[src/rtl/dcache_arb_pkg.sv]
// Shared types and default widths for the Dcache port arbiter.
package dcache_arb_pkg;

  localparam int unsigned DEF_ADDR_W = 32;
  localparam int unsigned DEF_DATA_W = 32;
  localparam int unsigned SEL_W      = 4;

  typedef enum logic [1:0] {
    IDLE = 2'd0,
    REQ  = 2'd1,
    RESP = 2'd2
  } arb_state_t;

  typedef logic owner_t;

endpackage

[src/rtl/rr_arb2.sv]
// Two-way round-robin pick: with both requesting, the one not served last wins.
module rr_arb2
  import dcache_arb_pkg::*;
(
  input  logic [1:0] req,
  input  owner_t     last,
  output owner_t     grant,
  output logic       any
);

  always_comb begin
    any = |req;
    if (&req) grant = ~last;
    else      grant = req[1];
  end

endmodule

[src/rtl/dcache_port_arbiter.sv]
// Round-robin sequencer of two masters onto the single Dcache data port.
// Optional per-transaction abort timer enabled by defining DCARB_TIMEOUT_EN.
module dcache_port_arbiter
  import dcache_arb_pkg::*;
#(
  parameter int unsigned ADDR_W  = DEF_ADDR_W,
  parameter int unsigned DATA_W  = DEF_DATA_W,
  parameter int unsigned TIMEOUT = 64
) (
  input  logic              clk,
  input  logic              rst,
  input  logic              m0_req,
  input  logic              m0_we,
  input  logic [ADDR_W-1:0] m0_addr,
  input  logic [DATA_W-1:0] m0_wdata,
  input  logic [SEL_W-1:0]  m0_sel,
  output logic              m0_gnt,
  output logic              m0_rvalid,
  output logic [DATA_W-1:0] m0_rdata,
  output logic              m0_err,
  input  logic              m1_req,
  input  logic              m1_we,
  input  logic [ADDR_W-1:0] m1_addr,
  input  logic [DATA_W-1:0] m1_wdata,
  input  logic [SEL_W-1:0]  m1_sel,
  output logic              m1_gnt,
  output logic              m1_rvalid,
  output logic [DATA_W-1:0] m1_rdata,
  output logic              m1_err,
  output logic              dc_re,
  output logic              dc_we,
  output logic [ADDR_W-1:0] dc_raddr,
  output logic [ADDR_W-1:0] dc_waddr,
  output logic [DATA_W-1:0] dc_wdata,
  output logic [SEL_W-1:0]  dc_sel,
  input  logic              dc_stall,
  input  logic              dc_rvalid,
  input  logic [DATA_W-1:0] dc_rdata
);

  arb_state_t        state;
  owner_t            owner, last, pick;
  logic              pick_any;
  logic              abort;
  logic              win_we;
  logic [ADDR_W-1:0] win_addr;
  logic [DATA_W-1:0] win_wdata;
  logic [SEL_W-1:0]  win_sel;

  rr_arb2 u_pick (
    .req   ({m1_req, m0_req}),
    .last  (last),
    .grant (pick),
    .any   (pick_any)
  );

  always_comb begin
    win_we    = pick ? m1_we    : m0_we;
    win_addr  = pick ? m1_addr  : m0_addr;
    win_wdata = pick ? m1_wdata : m0_wdata;
    win_sel   = pick ? m1_sel   : m0_sel;
  end

`ifdef DCARB_TIMEOUT_EN
  localparam int unsigned CNT_W = (TIMEOUT > 2) ? $clog2(TIMEOUT) : 1;
  logic [CNT_W-1:0] cnt;

  // Held at zero in IDLE, so it restarts from zero on every entry to REQ.
  always_ff @(posedge clk) begin
    if (rst || state == IDLE) cnt <= '0;
    else                      cnt <= cnt + 1'b1;
  end

  // Abort on the edge where the count would reach TIMEOUT-1.
  assign abort = (state != IDLE) && (cnt == CNT_W'(TIMEOUT - 2));
`else
  logic unused_timeout;
  assign unused_timeout = ^TIMEOUT;
  assign abort = 1'b0;
`endif

  always_ff @(posedge clk) begin
    if (rst) begin
      state     <= IDLE;
      owner     <= 1'b0;
      last      <= 1'b1;
      m0_gnt    <= 1'b0;
      m0_rvalid <= 1'b0;
      m0_rdata  <= '0;
      m0_err    <= 1'b0;
      m1_gnt    <= 1'b0;
      m1_rvalid <= 1'b0;
      m1_rdata  <= '0;
      m1_err    <= 1'b0;
      dc_re     <= 1'b0;
      dc_we     <= 1'b0;
      dc_raddr  <= '0;
      dc_waddr  <= '0;
      dc_wdata  <= '0;
      dc_sel    <= '0;
    end else begin
      m0_gnt    <= 1'b0;
      m1_gnt    <= 1'b0;
      m0_rvalid <= 1'b0;
      m1_rvalid <= 1'b0;
      m0_err    <= 1'b0;
      m1_err    <= 1'b0;
      unique case (state)
        IDLE: begin
          if (pick_any) begin
            owner  <= pick;
            state  <= REQ;
            dc_sel <= win_sel;
            if (win_we) begin
              dc_we    <= 1'b1;
              dc_waddr <= win_addr;
              dc_wdata <= win_wdata;
            end else begin
              dc_re    <= 1'b1;
              dc_raddr <= win_addr;
            end
          end
        end
        REQ: begin
          if (!dc_stall || abort) begin
            dc_re    <= 1'b0;
            dc_we    <= 1'b0;
            dc_raddr <= '0;
            dc_waddr <= '0;
            dc_wdata <= '0;
            dc_sel   <= '0;
            last     <= owner;
            if (owner) begin
              m1_gnt <= 1'b1;
              m1_err <= abort;
            end else begin
              m0_gnt <= 1'b1;
              m0_err <= abort;
            end
            state <= (dc_we || abort) ? IDLE : RESP;
          end
        end
        RESP: begin
          if (dc_rvalid || abort) begin
            last  <= owner;
            state <= IDLE;
            if (owner) begin
              m1_rvalid <= 1'b1;
              m1_rdata  <= abort ? '0 : dc_rdata;
              m1_err    <= abort;
            end else begin
              m0_rvalid <= 1'b1;
              m0_rdata  <= abort ? '0 : dc_rdata;
              m0_err    <= abort;
            end
          end
        end
        default: state <= IDLE;
      endcase
    end
  end

endmodule

[config.mk]
export PLATFORM = sky130hd
export DESIGN_NAME = dcache_port_arbiter
export DESIGN_NICKNAME = d
export VERILOG_FILES = /design/src/rtl/dcache_arb_pkg.sv /design/src/rtl/rr_arb2.sv /design/src/rtl/dcache_port_arbiter.sv
export SDC_FILE = /design/constraint.sdc
export NUM_CORES = 1
export LEC_CHECK = 0
export CORE_MARGIN = 8
export CORE_UTILIZATION = 38
export DETAILED_ROUTE_END_ITERATION = 8
export HOLD_SLACK_MARGIN = 0.15
export PLACE_DENSITY = 0.77
export SLEW_MARGIN = 20
export SYNTH_ARGS = -nofsm -noshare
export SYNTH_HDL_FRONTEND = slang
export SYNTH_SLANG_ARGS = --single-unit
export TNS_END_PERCENT = 50
[constraint.sdc]
create_clock -name clk -period 1.7 [get_ports clk]
set_clock_uncertainty 0.15 [all_clocks]
set_input_delay 0.34 -clock clk [delete_from_list [all_inputs] [get_ports clk]]
set_output_delay 0.34 -clock clk [all_outputs]
set_load 0.05 [all_outputs]
==> results_dict.tcl, run 1 <==
# metrics dict for downstream scripts
set metrics [dict create \
    cts_resized 50 \
    warning_count 29 \
    most-common-layout-cells "nand2_1 (237), buf_12 (182), dfxtp_1 (171), clkdlybuf4s50_1 (171), a21oi_1 (79)" \
    final_nets 1410 \
    fin_crit_ns 1.934 \
    drt_iter0_drc 473 \
    slew_headroom_pct 58.23 \
    min_from "rst" \
    yosysSeqAreaShare_pct 45.65 \
    top_cell "nand2_1" \
    fillers 1315 \
    top_area_cell "dfxtp_1" \
    synthArstFlopShare_pct 0 \
    coreArea_um2 19970 \
    leakagePower_nw 5.976 \
    antenna_found_initial 1 \
    gp_congestion 0.8106 \
    synth-compound-area-share_pct 10.25 \
    finalHoldViolations 0 \
    r2r_cells 7 \
    synth_cells 875 \
    min_path_cells 3 \
    grt_pass1_vias 7857 \
    htree_levels 4 \
    status "complete, but fails checks" \
    synth-edff-count 0 \
    simple_gate_share_pct 22.32 \
    yosys_warnings 0 \
    flop_area_um2 3492 \
    critPathMaxFanout 5 \
    ctsHoldBuffers 0 \
    die_h_um 157.7 \
    common_cells "nand2_1 (259), dfxtp_1 (174), a21oi_1 (131)" \
    crit_arrival_ns 2.09 \
    max_freq_mhz 517.1 \
    reg2reg_to "dc_waddr[8]" \
    cts_root_buf "clkbuf_16" \
    synthMuxAreaShare_pct 17.37 \
    cts_buffer_depth 2 \
    cts.sinks 174 \
    finalSetupViolCount 160 \
    drtAntennaViolNets 0 \
    routed_via_density 4.918 \
    area_delta_synth_final_pct 93.59 \
    grt_setup_unrepaired "true" \
    ys_sh_xor_pct 0 \
    fp_util_pct 38.20 \
    wirelength_um 30130 \
    grt_max_degree 47 \
    syn_area_per_cell_um2 8.720 \
    num_vias 7466 \
    whs_ns 0.2534 \
    setup.worst_path.end_class "flip-flop" \
    r2r-start "last" \
    dr.pass1.iters 5 \
    final_common_cell "nand2_1" \
    whs_endpoint "m1_rdata[27]" \
    layout-drive-gt1-share_pct 36.09 \
    synth_cell_type_count 32 \
    drv_cap 0 \
    cts-buffers-inserted 17 \
    violations "setup timing" \
    cp-startpoint "last" \
    finalCritPeriodShare_pct 113.8 \
    drc 0 \
    vdd_ir_drop_max_mv 0.6723 \
    ff_type "dfxtp_1" \
    grt_pass1_wl_um 43980 \
    synth_area_um2 7630 \
    place.detailed.hpwl_um 20760 \
    critPathRequiredTime_ns 1.86 \
    post_cts_buffers 8 \
    synthTopCellsByArea "dfxtp_1 (46%), nand2_1 (13%), mux2_4 (9.6%)" \
    endpoint "dc_waddr[8]" \
    ys_chip_area_um2 7630 \
    dieArea_um2 24870 \
    ios 348 \
    die_w_um 157.7 \
    drv_slew 0 \
    power_density_nw_per_um2 881.6 \
    synthTopLogicFamily "simple AND/OR/NAND/NOR gates" \
    grt_use_total_pct 23.01 \
    critPathKind "reg -> reg" \
    ys_cells 875 \
    rows 52 \
    cts_tree "yes" \
    clk_pin_slew_ns 0.07 \
    overflow 0 \
    finalWorstSetupSlack_ns -0.2340 \
    ys_sh_adder_pct 0 \
    hold_path_class "in -> reg" \
    post-place-ws_ns -0.7141 \
    combGateArea_um2 4230 \
    ys_ff 174 \
    worst-slew-pin-transition_ns 0.6266 \
    cp-start-kind "flip-flop" \
    worstSkewPairLatency_ns 0.42 \
    io_buffers 345 \
    fin_setup_tns_ns -20.06 \
    reg2reg_slack_ns -0.23 \
    synth_top_area_share_pct 45.65 \
]
run 1: critical path, cell delays in order (launching register included):
cell,delay (ns)
dfxtp_4,0.36
a21boi_4,0.17
nor4_2,0.05
a311o_2,0.37
buf_6,0.14
buf_12,0.14
clkbuf_16,0.16
mux2_4,0.29
run 1: sequential cells by signal, indices dropped and copies added, names as in the netlist, 2 cells and up:
name,flops
dc_raddr,32
m1_rdata,32
state,2
dc_wdata,32
dc_sel,4
dc_waddr,32
m0_rdata,32
run 1: report_power, final:
part	total, mW	internal [mW]	switching, mW	leakage [nW]
registers	4.60	4.33	0.271	1.42
clock network	4.30	2.55	1.75	0.313
logic	4.12	2.19	1.93	4.25
total	13.0	9.06	3.96	5.98
run 1: metal layers:
layer / track usage (%) / routed length (um) / up-vias
met4: 7.616 / 800 / 0
met3: 10.18 / 3219 / 51
met5: 0 / 0 / -
met1: 24.06 / 10560 / 3525
li1: - / - / 3577
met2: 40.52 / 15550 / 313
run 1: cell type report:
cell class	count	area share [%]
Antenna cell	1	0.01694
Tap cell	270	2.287
Clock inverter	13	1.372
Multi-Input combinational cell	631	28.64
Sequential cell	174	23.64
Timing Repair Buffer	407	40.97
Inverter	3	0.07624
Clock buffer	19	2.999
run 1: logic make-up (layout without fill, tap and decap cells):
kind of cell / Yosys count / after routing
simple gates: 381 / 381
compound gates: 146 / 146
buf+inv: 71 / 442
other cells: 1 / 3
flops: 174 / 174
mux: 102 / 102
run 1: metrics by stage:
stage               total power [mW]  util, %  cell area (um2)  cells
finish                         13.02    73.95            14770   1518
global route                   13.50    73.95            14770   1518
CTS                            12.97    71.58            14300   1508
detailed placement             8.347    66.38            13260   1462
global placement               8.297    66.38            13260   1462
floorplan                      6.441        -             7670    876
### Track usage over the die, run 1

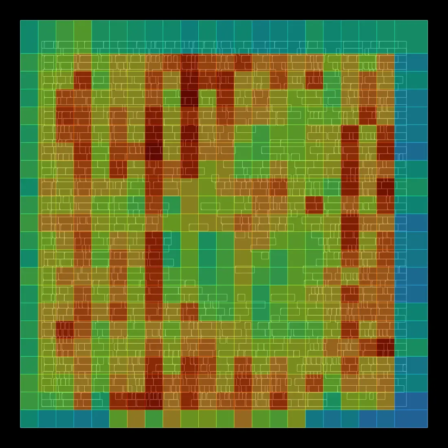
DR WL/cell: 19.85 um
final core utilization: 73.95%

### Metal layers overlaid, run 1

Bar = 50 um.
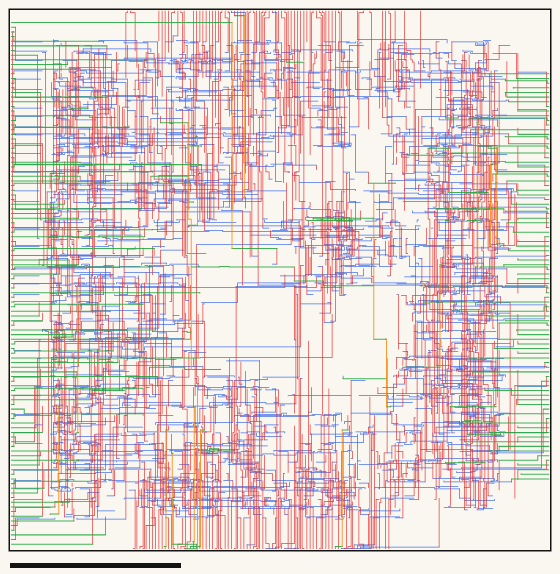
layer	colour	wire length
metal 1	blue	10,600 um
metal 4	orange	801 um
metal 3	green	3,220 um
metal 2	red	15,600 um

### Cell area per tile, run 1

The die is cut into 16 by 16 equal tiles; dark blue is low, red is high, 0 to 100% covered.
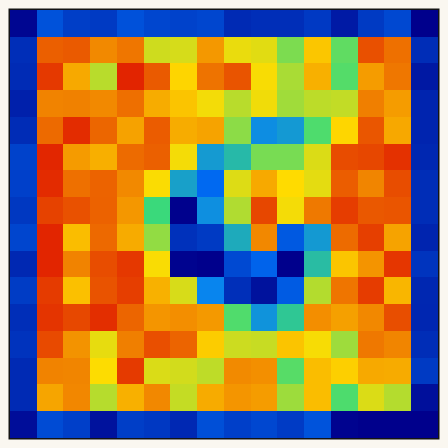
nearly empty tiles	3.9%
mean over tiles	58%
tiles over 75% full	48%
densest ninth of the die	middle left

### Clock distribution, run 1

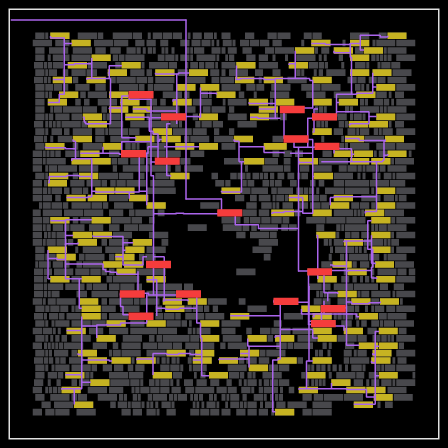
[clock wires] purple | length: 2,240 um
[clock drivers] red | count: 17
[flip-flops] yellow | count: 174
routed clock nets	18
flops lie	spread over the die

### Logic cells by family, run 1

Bar = 50 um.
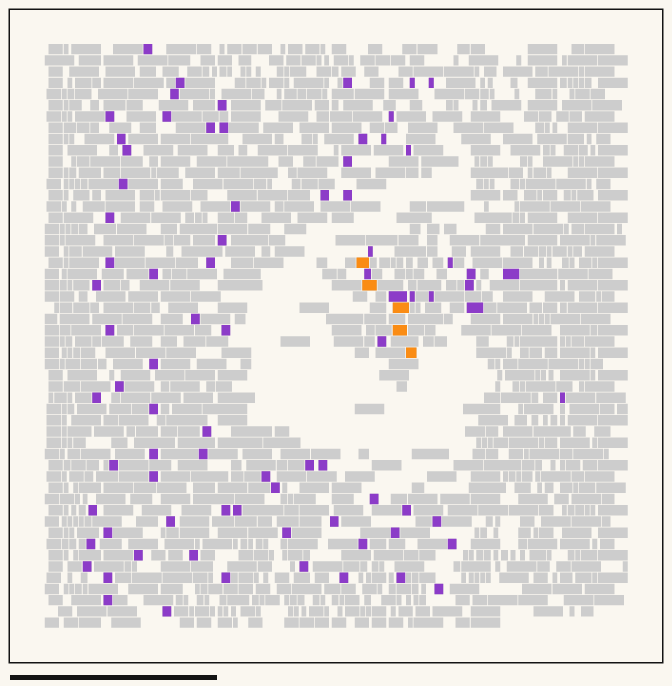

==> run 1 -> run 2 <==
- CORE_UTILIZATION: 38 -> 37
- PLACE_DENSITY: 0.77 -> 0.76
- SLEW_MARGIN: 20 -> not set
- SYNTH_HIERARCHICAL: not set -> 1
### Logic cells by family, run 2

Bar = 50 um.
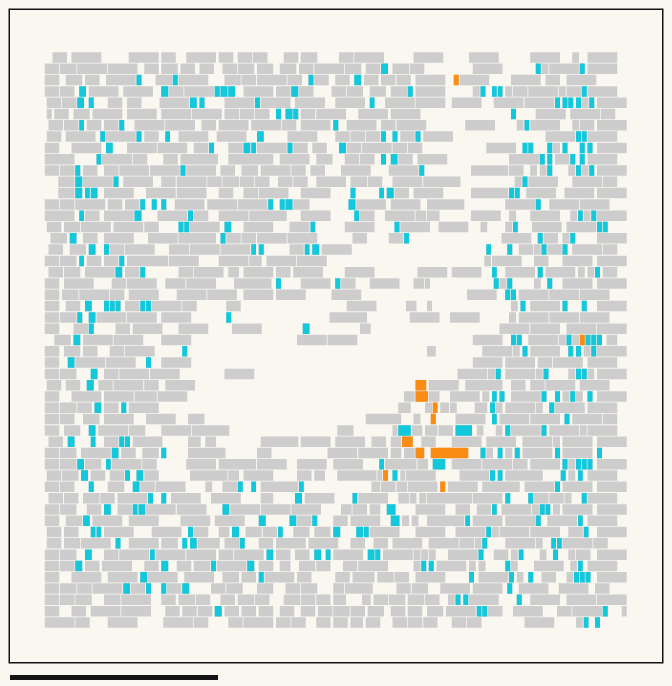
family	colour	cells
NAND gates	cyan	297
NOR gates	orange	11

==> results_dict.tcl, run 2 <==
# metrics dict for downstream scripts
set metrics [dict create \
    status "complete, but fails checks" \
    violations "setup timing" \
    reg2reg_to "dc_waddr[11]" \
    cts_tree "yes" \
    r2r-start "last" \
    grt_pass1_vias 7619 \
    critPathRequiredTime_ns 1.88 \
    path_common_cell "buf_12" \
    worstSkewPairLatency_ns 0.41 \
    synth_top_area_share_pct 47.38 \
    place.detailed.hpwl_um 20320 \
    fin_total_pwr_mw 12.46 \
    setup.worst_path.end_class "flip-flop" \
    fin_crit_ns 1.863 \
    grt_max_degree 78 \
    power.share.sequential_pct 37.4 \
    whs_ns 0.3401 \
    wirelength_um 26320 \
    drtAntennaViolNets 0 \
    crit_slowest_cell "dfxtp_4" \
    grt_pass1_wl_um 40170 \
    pg_comb_mw 3.95 \
    syn_area_per_cell_um2 9.043 \
    die_h_um 157.0 \
    cts-buffers-inserted 17 \
    synth_area_um2 7352 \
    grt_use_total_pct 20.93 \
    top_area_cell "dfxtp_1" \
    yosys_warnings 6 \
    ys_chip_area_um2 7352 \
    finalSetupViolCount 100 \
    synth_cells 813 \
    cp-start-kind "flip-flop" \
    clk_pin_slew_ns 0.07 \
    routed_via_density 4.913 \
    switchingPower_mw 3.848 \
    critPathKind "reg -> reg" \
    post-place-cells 1390 \
    num_antenna_cells 0 \
    power_density_nw_per_um2 907.2 \
    synth-edff-count 0 \
    synthArstFlopShare_pct 0 \
    htree_levels 4 \
    endpoint "dc_waddr[11]" \
    gp_congestion 0.8201 \
    cts_buffer_depth 2 \
    layout-drive-gt1-share_pct 27.82 \
    ios 348 \
    most-common-layout-cells "nand2_1 (228), buf_12 (186), dfxtp_1 (172), clkdlybuf4s50_1 (172), mux2i_1 (95)" \
    die_w_um 157.0 \
    critPathMaxFanout 8 \
    max_freq_mhz 536.8 \
    vdd_ir_drop_max_mv 0.6418 \
    drv_slew 0 \
    path_depth 6 \
    overflow 0 \
    placed_area_um2 13020 \
    rows 51 \
    reg2reg_slack_ns -0.16 \
    r2r_cells 6 \
    combinationalPowerShare_pct 31.7 \
    powerClk_mw 3.85 \
    antenna_found_initial 0 \
    top_cell "nand2_1" \
    power_sequential_mw 4.66 \
    io_buffers 345 \
    drt_iter0_drc 239 \
    leakagePower_nw 5.453 \
    synthTopCellsByArea "dfxtp_1 (47%), mux2i_1 (13%), nand2_1 (12%)" \
    synth_cell_type_count 36 \
    crit_buf_inv 2 \
    final_common_cell "nand2_1" \
    num_vias 7006 \
    layout.cells.non_filler 1426 \
    hold_path_class "reg -> reg" \
    area_delta_synth_final_pct 86.88 \
    p_int_mw 8.617 \
    power.group.top "sequential cells" \
    wire_per_inst_um 18.46 \
    yosysSeqAreaShare_pct 47.38 \
    fin_setup_tns_ns -9.510 \
    warning_count 29 \
    ys_ff 174 \
    drv_cap 0 \
    finalWorstSetupSlack_ns -0.1628 \
    slowest_delay_ns 0.36 \
    finalCritPeriodShare_pct 109.6 \
    cp-startpoint "last" \
    crit_chain "a21boi_4, mux2_4, o2111ai_4, buf_12, buf_12, mux2i_1" \
    common_cells "nand2_1 (228), dfxtp_1 (174), mux2i_1 (97)" \
    cts_root_buf "clkbuf_16" \
    dr.pass1.iters 4 \
    crit_arrival_ns 2.05 \
    coreArea_um2 19460 \
    ys_cells 813 \
    post-place-ws_ns -0.6700 \
    switching_share_pct 30.87 \
    crit_family "multiplexers" \
    finalHoldViolations 0 \
    clkPwrFrac_pct 30.9 \
    drc 0 \
    cts.sinks 174 \
    grt_setup_unrepaired "true" \
    post-route-util_pct 70.59 \
    final_nets 1326 \
    stdcell_area_um2 13740 \
    fp_util_pct 37.78 \
    dieArea_um2 24640 \
    ff_type "dfxtp_1" \
]
-- run 2: logic make-up (layout without fill, tap and decap cells) --
kind of cell           after synthesis  count (layout)  share of synthesized area [%]
AND/OR/NAND/NOR                    313             313                          17.89
flip-flops                         174             174                          47.38
multiplexers                       166             166                          23.83
AND-OR/OR-AND                       82              82                          5.905
buffers and inverters               77             424                          4.952
other                                1               2                        0.05101
-- run 2: metal layers --
layer  part of all wire (%)  wire, um  track usage (%)
met5                      0         0                0
met4                    2.8       742            8.650
met3                     11      2861            9.186
met2                     51     13360            37.13
met1                     36      9353            21.11
-- run 2: area by class of cell --
type,count,area [um2]
clock buffer,18,439.2
tap,265,331.6
sequential,174,3488
multi-input combinational,563,3563
clock inverter,12,137.6
timing repair buffer,388,5754
fill,1370,5723
inverter,6,25.02
-- run 2: worst min-delay path by stage --
stage | startpoint | end | slack [ns] | cells past startpoint
after floorplan | dc_stall | m0_gnt | 0.27 | 1
after global placement | m0_rdata[21] | m0_rdata[21] | 0.33 | 2
after detailed placement | m1_rdata[7] | m1_rdata[7] | 0.33 | 2
after CTS | dc_rdata[6] | m0_rdata[6] | 0.33 | 3
after global routing | dc_rdata[14] | m1_rdata[14] | 0.35 | 3
final | dc_re | dc_re | 0.34 | 2
-- run 2: worst register-to-register path, delay by kind of cell, from the launching register on --
family	cells	cell delay, ns
multiplexers	2	0.55
AND-OR/OR-AND	2	0.37
flip-flops	1	0.36
buffers and inverters	2	0.35
-- run 2: what timing repair did --
item,in CTS,in global routing
setup buffers,1,0
gates resized,9,5
endpoints found under the hold margin,1,0
gates cloned,1,3
pin swaps,2,1
hold buffers,1,0
endpoints found under the setup margin,102,105
### Clock distribution, run 2

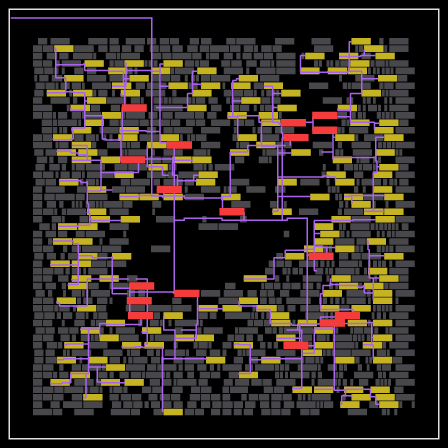

==> run 2 -> run 3 <==
- CORE_UTILIZATION: 37 -> 38
- CTS_BUF_LIST: not set -> sky130_fd_sc_hd__clkbuf_8
- PLACE_DENSITY: 0.76 -> 0.78
- TNS_END_PERCENT: 50 -> not set
### Clock distribution, run 3

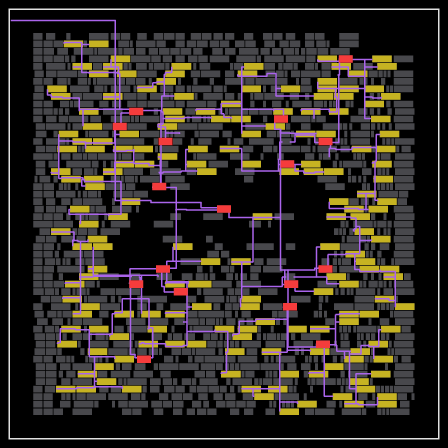
[clock wires] purple | length: 2,160 um
[flip-flops] yellow | count: 174
[clock drivers] red | count: 17
routed clock nets	18

==> results_dict.tcl, run 3 <==
# metrics dict for downstream scripts
set metrics [dict create \
    rows 51 \
    drc 0 \
    final_nets 1335 \
    grt_use_total_pct 21.68 \
    post-place-ws_ns -0.7243 \
    synth_top_area_share_pct 47.38 \
    synth_area_um2 7352 \
    most-common-layout-cells "nand2_1 (228), buf_12 (184), dfxtp_1 (173), clkdlybuf4s50_1 (173), mux2i_1 (93)" \
    synth_cells 813 \
    area_delta_synth_final_pct 86.74 \
    placed_area_um2 13010 \
    leakagePower_nw 5.447 \
    final_common_cell "nand2_1" \
    wirelength_um 26960 \
    stdcell_area_um2 13730 \
    drv_cap 0 \
    power_density_nw_per_um2 861.5 \
    finalWorstSetupSlack_ns -0.2077 \
    warning_count 29 \
    drv_slew 0 \
    ff_type "dfxtp_1" \
    yosysSeqAreaShare_pct 47.38 \
    critPathRequiredTime_ns 1.94 \
    gp_congestion 0.8125 \
    top_cell "nand2_1" \
    vdd_ir_drop_max_mv 0.5344 \
    grt_max_degree 77 \
    die_h_um 155.1 \
    ctsHoldBuffers 0 \
    grt_setup_unrepaired "true" \
    cts.sinks 174 \
    violations "setup timing" \
    min_from "rst" \
    top_area_cell "dfxtp_1" \
    cts-buffers-inserted 17 \
    wire_per_inst_um 18.74 \
    antenna_found_initial 1 \
    die_w_um 155.1 \
    cts_tree "yes" \
    status "complete, but fails checks" \
    fin_setup_tns_ns -14.84 \
    drtAntennaViolNets 0 \
    htree_levels 4 \
    setup.worst_path.end_class "flip-flop" \
    critPathKind "reg -> reg" \
    ys_cells 813 \
    num_vias 7152 \
    hold_path_class "in -> reg" \
    yosys_warnings 6 \
    fin_total_pwr_mw 11.83 \
    cp-start-kind "flip-flop" \
    cts_root_buf "clkbuf_8" \
    drt_iter0_drc 299 \
    layout-drive-gt1-share_pct 28.84 \
    r2r-start "last" \
    dieArea_um2 24050 \
    grt_pass1_wl_um 40800 \
    grt_pass1_vias 7569 \
    overflow 0 \
    crit_arrival_ns 2.15 \
    fp_util_pct 38.28 \
    critPathMaxFanout 6 \
    worstSkewPairLatency_ns 0.46 \
    cts_buffer_depth 2 \
    ys_ff 174 \
    finalSetupViolCount 99 \
    synth_cell_type_count 36 \
    syn_area_per_cell_um2 9.043 \
    dr.pass1.iters 4 \
    finalHoldViolations 0 \
    common_cells "nand2_1 (228), dfxtp_1 (174), mux2i_1 (97)" \
    routed_via_density 4.970 \
]
run 3: cell type report:
class	instances	area [um2]
sequential	174	3487
timing repair buffer	397	5873
fill	1305	5478
multi-input combinational	563	3581
tap	265	331.6
inverter	6	25.02
antenna	2	5.005
clock buffer	17	234.0
clock inverter	15	192.7
run 3: worst paths after layout:
kind | to | slack (ns) | depth (start not counted)
setup / recovery | dc_waddr[20] | -0.21 | 6
hold / removal | m0_rdata[22] | 0.25 | 3
hold reg to reg | m1_rdata[5] | 0.34 | 2
setup reg to reg | dc_waddr[20] | -0.21 | 6
run 3: cells by family after synthesis:
kind of cell	count (synthesis)	synth area share [%]
other	1	0.05101
muxes	166	23.83
DFF	174	47.38
AOI/OAI and AO/OA	82	5.905
and+or+nand+nor	313	17.89
buffers and inverters	77	4.952
run 3: through the flow:
stage | hold WS, ns | utilization, % | instances
floorplan | 0.2687 | - | 814
global placement | 0.3285 | 67.72 | 1392
detailed placement | 0.3348 | 67.72 | 1392
CTS | 0.2069 | 70.74 | 1431
global route | 0.2367 | 71.47 | 1438
finish | 0.2499 | 71.48 | 1439
run 3: what timing repair did:
item                                    CTS  global route
endpoints found under the setup margin   97            98
gates resized                            16            11
setup buffers                             4             3
cloned                                    3             4
pin swaps                                 2             2
run 3: power breakdown:
group          internal (mW)  switching [mW]
combinational           2.10            1.94
clock                   1.39            1.74
sequential              4.35           0.303
run 3: layer usage:
metal	track usage, %	wire [um]	share of wire (%)
met1	22.74	10050	37
met2	38.52	13830	51
met3	7.656	2241	8.3
met4	9.519	847	3.1
met5	0	0	0
run 3: worst max-delay path, stage by stage (launching register included):
cell and delay, ns:
dfxtp_4 0.37, a21boi_4 0.17, mux2_4 0.34, o2111ai_4 0.27, buf_12 0.19, clkbuf_16 0.16, mux2i_1 0.18
No activity file was given, so power comes from the tool's default toggle rates.
